### Cells coloured by class

The bar under the picture is 100 um long. Fill, decap, tap and diode cells in grey.
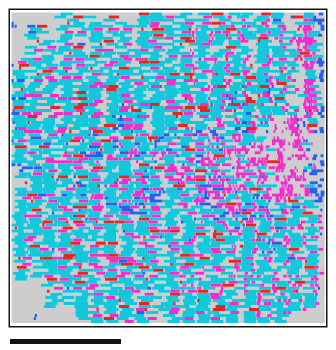
### Clock nets

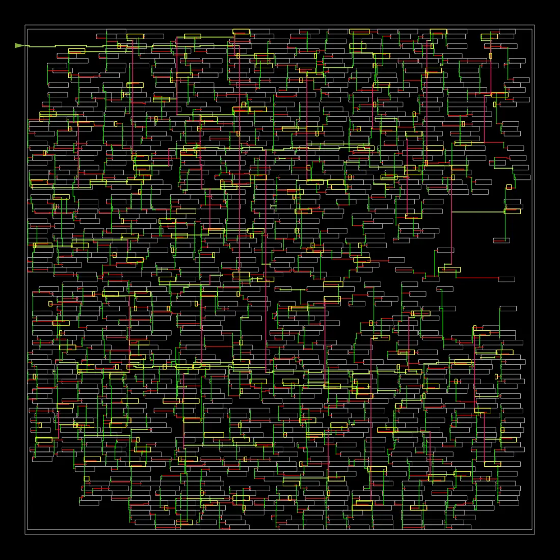
### Cell sizes after repair

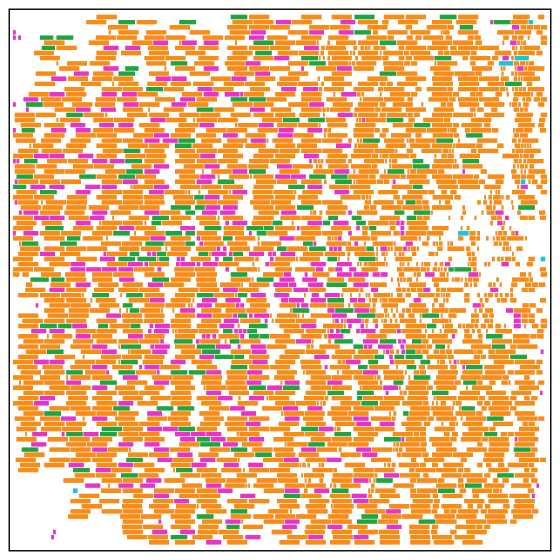
### Met2 routing

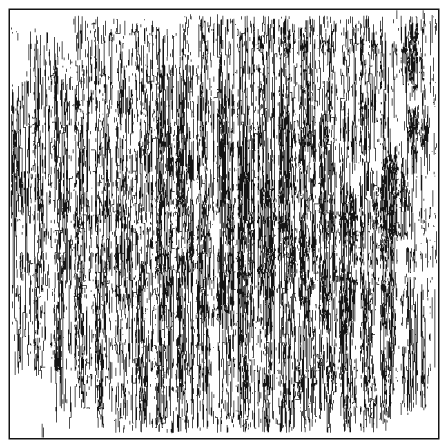
[config.mk]
export PLATFORM = sky130hd
export DESIGN_NAME = peg_pkt_sf_fifo
export DESIGN_NICKNAME = d
export VERILOG_FILES = /design/src/rtl/peg_pkt_sf_fifo.sv
export SDC_FILE = /design/constraint.sdc
export NUM_CORES = 1
export LEC_CHECK = 0
export CORE_UTILIZATION = 60
export CTS_CLUSTER_DIAMETER = 80
export DETAILED_ROUTE_END_ITERATION = 8
export GPL_TIMING_DRIVEN = 0
export PLACE_DENSITY_LB_ADDON = 0.12
export SYNTH_ARGS = -nofsm -noshare
export SYNTH_HDL_FRONTEND = slang
export SYNTH_SLANG_ARGS = --single-unit
[constraint.sdc]
create_clock -name clk -period 10.7 [get_ports clk]
set_clock_uncertainty 0.1 [all_clocks]
set_input_delay 3.21 -clock clk [delete_from_list [all_inputs] [get_ports clk]]
set_output_delay 3.21 -clock clk [all_outputs]
set_load 0.02 [all_outputs]
[src/rtl/peg_pkt_sf_fifo.sv]
// Store-and-forward packet FIFO: egress only sees fully committed packets.
// Optional macro PEG_PKT_SF_FIFO_ERR_FWD_EN forwards errored packets instead of dropping them.
module peg_pkt_sf_fifo #(
  parameter int DATA_W = 16,
  parameter int DEPTH  = 64,
  parameter int CNT_W  = 16
) (
  input  logic                    clk,
  input  logic                    rst,
  input  logic                    ing_sop,
  input  logic                    ing_eop,
  input  logic                    ing_valid,
  input  logic                    ing_error,
  input  logic [DATA_W-1:0]       ing_data,
  output logic                    ing_ready,
  output logic                    egr_sop,
  output logic                    egr_eop,
  output logic                    egr_valid,
  output logic                    egr_error,
  output logic [DATA_W-1:0]       egr_data,
  input  logic                    egr_ready,
  output logic [$clog2(DEPTH):0]  pkt_cnt,
  output logic [$clog2(DEPTH):0]  fill_lvl,
  output logic [CNT_W-1:0]        drop_cnt
);

  localparam int AW = $clog2(DEPTH);
`ifdef PEG_PKT_SF_FIFO_ERR_FWD_EN
  localparam bit ERR_FWD = 1'b1;
`else
  localparam bit ERR_FWD = 1'b0;
`endif

  typedef enum logic [1:0] {IDLE, PKT, DROP} state_t;

  state_t      state, state_nxt;
  logic [AW:0] wr_ptr, wr_ptr_nxt, cmt_ptr, cmt_ptr_nxt, rd_ptr;
  logic [AW:0] wr_base, end_ptr;
  logic        wr_en, take, commit, drop_inc, rdy_en, full, ing_hs, load, egr_eop_hs;

  logic [DATA_W-1:0] data_mem [DEPTH];
  logic              sop_mem  [DEPTH];
  logic              eop_mem  [DEPTH];
`ifdef PEG_PKT_SF_FIFO_ERR_FWD_EN
  logic              err_mem  [DEPTH];
`endif

  assign full       = (wr_ptr[AW] != rd_ptr[AW]) && (wr_ptr[AW-1:0] == rd_ptr[AW-1:0]);
  assign fill_lvl   = wr_ptr - rd_ptr;
  // A packet that fills the whole FIFO can never commit, so keep accepting and discard it
  assign ing_ready  = rdy_en && ((state == DROP) || !full || ((state == PKT) && (pkt_cnt == '0)));
  assign ing_hs     = ing_valid && ing_ready;
  assign load       = (cmt_ptr != rd_ptr) && (!egr_valid || egr_ready);
  assign egr_eop_hs = egr_valid && egr_ready && egr_eop;

  always_comb begin
    state_nxt   = state;
    wr_ptr_nxt  = wr_ptr;
    cmt_ptr_nxt = cmt_ptr;
    wr_base     = wr_ptr;
    end_ptr     = wr_ptr;
    wr_en       = 1'b0;
    take        = 1'b0;
    commit      = 1'b0;
    drop_inc    = 1'b0;
    case (state)
      IDLE: begin
        if (ing_hs && ing_sop) take = 1'b1;
      end
      PKT: begin
        if (full && (pkt_cnt == '0)) begin
          wr_ptr_nxt = cmt_ptr;
          drop_inc   = 1'b1;
          state_nxt  = DROP;
          if (ing_hs) begin
            if (ing_eop) state_nxt = IDLE;
            else if (ing_sop) begin
              take    = 1'b1;
              wr_base = cmt_ptr;
            end
          end
        end else if (ing_hs) begin
          take = 1'b1;
          // A sop mid-packet abandons the partial packet and restarts at the commit point
          if (ing_sop) begin
            drop_inc = 1'b1;
            wr_base  = cmt_ptr;
          end
        end
      end
      DROP: begin
        if (ing_hs) begin
          if (ing_eop) state_nxt = IDLE;
          else if (ing_sop) begin
            take    = 1'b1;
            wr_base = cmt_ptr;
          end
        end
      end
      default: state_nxt = IDLE;
    endcase
    if (take) begin
      wr_en   = 1'b1;
      end_ptr = wr_base + 1'b1;
      if (!ing_eop) begin
        wr_ptr_nxt = end_ptr;
        state_nxt  = PKT;
      end else if (ing_error && !ERR_FWD) begin
        wr_ptr_nxt = cmt_ptr;
        drop_inc   = 1'b1;
        state_nxt  = IDLE;
      end else begin
        wr_ptr_nxt  = end_ptr;
        cmt_ptr_nxt = end_ptr;
        commit      = 1'b1;
        state_nxt   = IDLE;
      end
    end
  end

  always_ff @(posedge clk or negedge rst) begin
    if (!rst) begin
      state    <= IDLE;
      wr_ptr   <= '0;
      cmt_ptr  <= '0;
      rdy_en   <= 1'b0;
      pkt_cnt  <= '0;
      drop_cnt <= '0;
    end else begin
      state   <= state_nxt;
      wr_ptr  <= wr_ptr_nxt;
      cmt_ptr <= cmt_ptr_nxt;
      rdy_en  <= 1'b1;
      if (commit && !egr_eop_hs)      pkt_cnt <= pkt_cnt + 1'b1;
      else if (!commit && egr_eop_hs) pkt_cnt <= pkt_cnt - 1'b1;
      if (drop_inc && (drop_cnt != '1)) drop_cnt <= drop_cnt + 1'b1;
    end
  end

  always_ff @(posedge clk) begin
    if (wr_en) begin
      data_mem[wr_base[AW-1:0]] <= ing_data;
      sop_mem[wr_base[AW-1:0]]  <= ing_sop;
      eop_mem[wr_base[AW-1:0]]  <= ing_eop;
`ifdef PEG_PKT_SF_FIFO_ERR_FWD_EN
      err_mem[wr_base[AW-1:0]]  <= ing_error;
`endif
    end
  end

  // One-entry output register refills in the same cycle it is drained
  always_ff @(posedge clk or negedge rst) begin
    if (!rst) begin
      rd_ptr    <= '0;
      egr_valid <= 1'b0;
      egr_data  <= '0;
      egr_sop   <= 1'b0;
      egr_eop   <= 1'b0;
    end else if (load) begin
      rd_ptr    <= rd_ptr + 1'b1;
      egr_valid <= 1'b1;
      egr_data  <= data_mem[rd_ptr[AW-1:0]];
      egr_sop   <= sop_mem[rd_ptr[AW-1:0]];
      egr_eop   <= eop_mem[rd_ptr[AW-1:0]];
    end else if (egr_ready) begin
      egr_valid <= 1'b0;
    end
  end

`ifdef PEG_PKT_SF_FIFO_ERR_FWD_EN
  always_ff @(posedge clk or negedge rst) begin
    if (!rst)      egr_error <= 1'b0;
    else if (load) egr_error <= err_mem[rd_ptr[AW-1:0]];
  end
`else
  assign egr_error = 1'b0;
`endif

endmodule

==> notes.org <==
* Flow results

** Outcome
- The flow ran to the end, and the final reports show no timing, DRC or antenna violations.

** Route
- Antenna viol nets, final :: 0
- In the detailed route, the total length drawn on met2 is between 50 and 60 mm.
- After detailed routing, the number of remaining DRC violations is 0.
- The iteration count recorded for the first detailed-route pass is 7.
- For this block, the routed nets add up to between 100 and 150 mm of wire.
- The violation tally recorded at the end of detailed-routing iteration 0 is roughly 3,000.
- Using the TritonRoute via totals, the vias-per-cell ratio works out to around 6.6.
- In this run the top signal layer used is met5.
- Detailed routing placed a total of ~11 mm of wire on met3.
- Summing over every cut layer, the via total after detailed routing is 24,859.
- The script logs the mean routed wire length per placed instance as 31.2 um.
- M1 wire length :: ~46 mm

** Global route
- Number of global-route vias before repair :: around 25,000
- In the global route stage, met1 resource usage came out at 42.2%.
- Wire length of the first global-routing pass :: ~170 mm
- Global routing consumed, on the met3 layer, slightly below 6% of the routing resources.
- GRT overflow :: 0
- Met2 usage in global routing :: a little under half
- Largest net degree at the start of global routing :: around 67
- GRT Overall Usage :: between 20% and 30%
- GRT busiest layer :: met2
- The initial antenna violation count is 3.

** Power and ir drop
- Looking at the VDD voltage map, the peak drop is between 0.15 and 0.2 mV.
- Combinational-cell power consumption :: 4.60 mW
- The power report lists cell-internal power as ~9.5 mW.
- Per report_power, the top consumer among the power groups is sequential cells.
- The script extracted a net switching power of between 4 and 5 mW.
- The power report lists the clock group at roughly 4.0 mW.
- Total power consumption of the routed design :: approximately 14 mW
- Register share of total power :: 39.0%
- Net switching is about a third of the power.
- In this run, the clock network consumes roughly 28% of the power.
- Combinational power share :: 32.7%
- In this run, power in flip-flops and latches comes to 5.47 mW.
- Leakage power total :: between 15 and 20 nW
- Pwr/cell area :: 254 nW/um^2

** Clock network
- Clock tree from TritonCTS :: done
- Worst-path clk slew :: about 0.06 ns
- Post-CTS repair ended up resizing 0 cells.
- The longest clock path from root to sink contains 3 buffers.
- Hold repair after CTS inserted 0 buffers.
- Per the CTS log, the root buffer master is clkbuf_16.
- Buffers inserted during post-CTS setup optimization :: 0
- The H-tree was split into 3 levels.
- The later pin in the worst-skew pair is clocked with a latency of around 0.67 ns.
- Number of clock sinks :: between 1,000 and 1,500

** Finish
- The multi-input combinational cells in the finished layout cover a total of around 12,000 um^2.
- After the last flow step, the layout net total stands at 2,669.
- For this run, the script counts the antenna cells in the layout as 0.
- 993 cells are multi-input combinational gates.
- Multi-input logic gates represent a cell area share of between 20 and 25%.
- Fraction of area in non-clock buffers :: approximately 4.6%
- Final-layout clock buffer total :: ~150
- Buffers excl. clock :: 270
- Of the cells placed in the final design, the portion with a size suffix greater than 1 is 23.6%.
- Combined flip-flop and latch cell area :: approximately 36,000 um^2
- The layout has a little under 5,000 filler cells.
- After layout, the inverter instance count without clock inverters stands at 23.
- Most frequent cells in the layout :: 1,152 x edfxtp_1, 270 x mux4_2, 151 x mux2i_1, 122 x clkbuf_16, 103 x clkbuf_1
- Among logic cells in the layout, the one with the most instances is edfxtp_1.
- Area-dominant class :: sequential cells
- The layout report lists the clock-cell share of area as 6.66%.
- From synthesis to final layout, the design area changed by 15.0%.

** Placed design
- Worst slack, placed :: between 2 and 3 ns
- The count of buffers added on input and output ports is just over 70.
- Final Wtd Congestion :: approximately 0.94
- Final HPWL DP :: 81.6 mm

** Timing
- Once routing completed, OpenROAD measured the worst setup slack at about 2.6 ns.
- Smallest hold slack :: just over 0.4 ns
- Worst rel slew slack :: 17.8%
- Slew at the pin closest to its max-slew limit :: 1.23 ns
- Final period utilization :: roughly 76%
- Per the finish-stage timing summary, setup violations number 0.
- Achievable Freq :: ~120 MHz
- Final-report hold violation count :: 0
- The final layout reports a setup TNS of 0 ns.
- Setup repair after global routing left no endpoint under its margin.
- Pins over their slew limit :: 0
- Subtracting the final worst setup slack from the clock period gives between 8 and 9 ns.

** Logic synthesis
- Counting flops with a built-in enable in the synthesized netlist gives roughly 1,200.
- Sorting the Yosys area breakdown by cell type puts at the top edfxtp_1.
- Number of warnings reported in the yosys synthesis log :: 0
- For this run, the chip area from Yosys synthesis comes to between 40,000 and 50,000 um^2.
- Predominant post-synthesis flop cell :: edfxtp_1
- For this design, Yosys synthesis ends with a cell count of around 2,400.
- Yosys reported a register bit count of approximately 1,200.
- Netlist area before placement :: roughly 48,000 um^2
- Net Count, Synth :: between 2,000 and 2,500
- Cell with the most instances after synthesis :: edfxtp_1
- The synthesized design devotes to its leading area cell type roughly 70% of total area.
- In this run the mean area of a mapped cell was between 20 and 25 um^2.
- For reference, the top cells by count after synthesis are 1,152 x edfxtp_1, 270 x mux4_2, 151 x mux2i_1.
- Top area cells in the synthesized netlist :: edfxtp_1 72%, mux4_2 13%, dfrtp_1 3.4%, mux2i_1 3.1%, o221ai_1 1.3%
- Per the synthesis report, the number of distinct cell types is 71.
- The synthesis report gives the async set-or-reset register share as 5.42%.
- Synthesized netlist cell count :: between 2,000 and 2,500
- Per Yosys stat, the portion of area used by sequential elements is between 70% and 80%.

** Critical path
- Crit Reg-Reg Endpoint :: data_mem[50][5]$_DFFE_PP_
- Start-to-end type of the worst setup path :: reg -> out
- The data arrival time reported for the critical path is slightly below 5 ns.
- Critical R2R Launch :: rd_ptr[2]$_DFFE_PN0P_
- STA reports a reg2reg setup slack of around 4.2 ns.
- Peak fanout along the critical path :: 10
- Depth of the worst register-to-register path :: 14
- Required time of the critical path :: 7.39 ns
- Nature of the critical path endpoint :: output pin
- Setup crit start kind :: register

** Hold path
- Worst Hold Endpoint :: pkt_cnt[6]$_DFFE_PN0P_
- Min-Delay Path Depth :: 1
- In this run the worst hold path is classified as reg -> reg.
- The startpoint identified for the worst hold timing path is pkt_cnt[6]$_DFFE_PN0P_.

** Die
- The vertical die dimension reported for this design is roughly 290 um.
- Chip area :: just over 80,000 um^2
- Top-level port count :: around 74
- For this configuration, the core starts out at a cell density of roughly 61%.
- Cell row count :: between 100 and 150
- Tap insertion was completed with about 1,100 tapcells.
- Die width :: between 200 and 300 um

** Flow run
- Tool warning count :: 31
- Maximum Capacitance Violations :: 0
-- 'Cells coloured by class' (at the start) --
legend:
  blue:
    class: other buffers and delay cells
    cells: 270
    share_of_their_area: 4.7%
  red:
    class: clock drivers and dummy loads
    cells: 219
    share_of_their_area: 6.8%
  magenta:
    class: combinational and other logic
    cells: 1,016
    share_of_their_area: 21%
  cyan:
    class: flops
    cells: 1,218
    share_of_their_area: 67%
fraction of area in registers: 65.5%
total core area: 79,100 um^2
Final Cell Area: 55,400 um^2
Core Util, Final: 70.0%

-- 'Clock nets' (at the start) --
flip-flops: 1,218
Num CTS Buffers: 118

-- 'Cell sizes after repair' (at the start) --
legend:
  magenta:
    size: _2 cells
    cells: 420
    share: 15%
  orange:
    size: _0 and _1 cells
    cells: 2,080
    share: 76%
  green:
    size: _6 and larger
    cells: 216
    share: 7.9%
  cyan:
    size: _3 and _4 cells
    cells: 7
    share: 0.26%

-- 'Met2 routing' (at the start) --
wire length on this layer: 57.4 mm
share of all routed wire: 49%
main direction: vertical

==> through the flow <==
step	cell area [um^2]	std cells
floorplan	48100	2350
global placement	50200	3472
detailed placement	51700	3554
CTS	55400	3773
global route	55400	3773
finish	55400	3773
==> cells by family (layout without fill, tap and decap cells) <==
kind of cell,count (synthesis),in the layout,synth area share (%)
and+or+nand+nor,249,249,2.39
DFF,1218,1218,75.3
xor gates and xnor gates,46,46,0.837
buffers and inverters,139,512,1.12
adders and majority gates,22,22,0.603
AOI/OAI and AO/OA,230,230,3.41
other,2,2,0.0156
muxes,444,444,16.3
==> flip-flops by register name, summed over array words and instances, names as in the netlist <==
signal / cells
data_mem: 1024
eop_mem: 64
sop_mem: 64
drop_cnt: 16
egr_data: 16
cmt_ptr: 7
pkt_cnt: 7
rd_ptr: 7
wr_ptr: 7
state: 2
egr_eop: 1
egr_sop: 1
egr_valid: 1
rdy_en: 1
==> how the worst max path moves through the flow <==
| stage | from | to | cells past startpoint |
|---|---|---|---|
| final | rd_ptr[2]$_DFFE_PN0P_ | ing_ready | 9 |
| after global routing | rd_ptr[2]$_DFFE_PN0P_ | ing_ready | 9 |
| after global placement | ing_sop | data_mem[56][1]$_DFFE_PP_ | 10 |
| after floorplan | ing_sop | pkt_cnt[6]$_DFFE_PN0P_ | 16 |
| after CTS | rd_ptr[2]$_DFFE_PN0P_ | ing_ready | 9 |
| after detailed placement | ing_sop | pkt_cnt[6]$_DFFE_PN0P_ | 17 |
==> worst max-delay path, cell delays in order (launching register included) <==
cell and delay (ns):
dfrtp_1 0.36, clkbuf_1 0.22, inv_2 0.33, clkbuf_1 0.50, clkbuf_1 0.58, ha_1 0.30, nand4_1 0.15, nor4_2 0.85
a21boi_0 0.22, clkdlybuf4s50_1 0.61
Power is estimated from default activity; no workload was simulated.
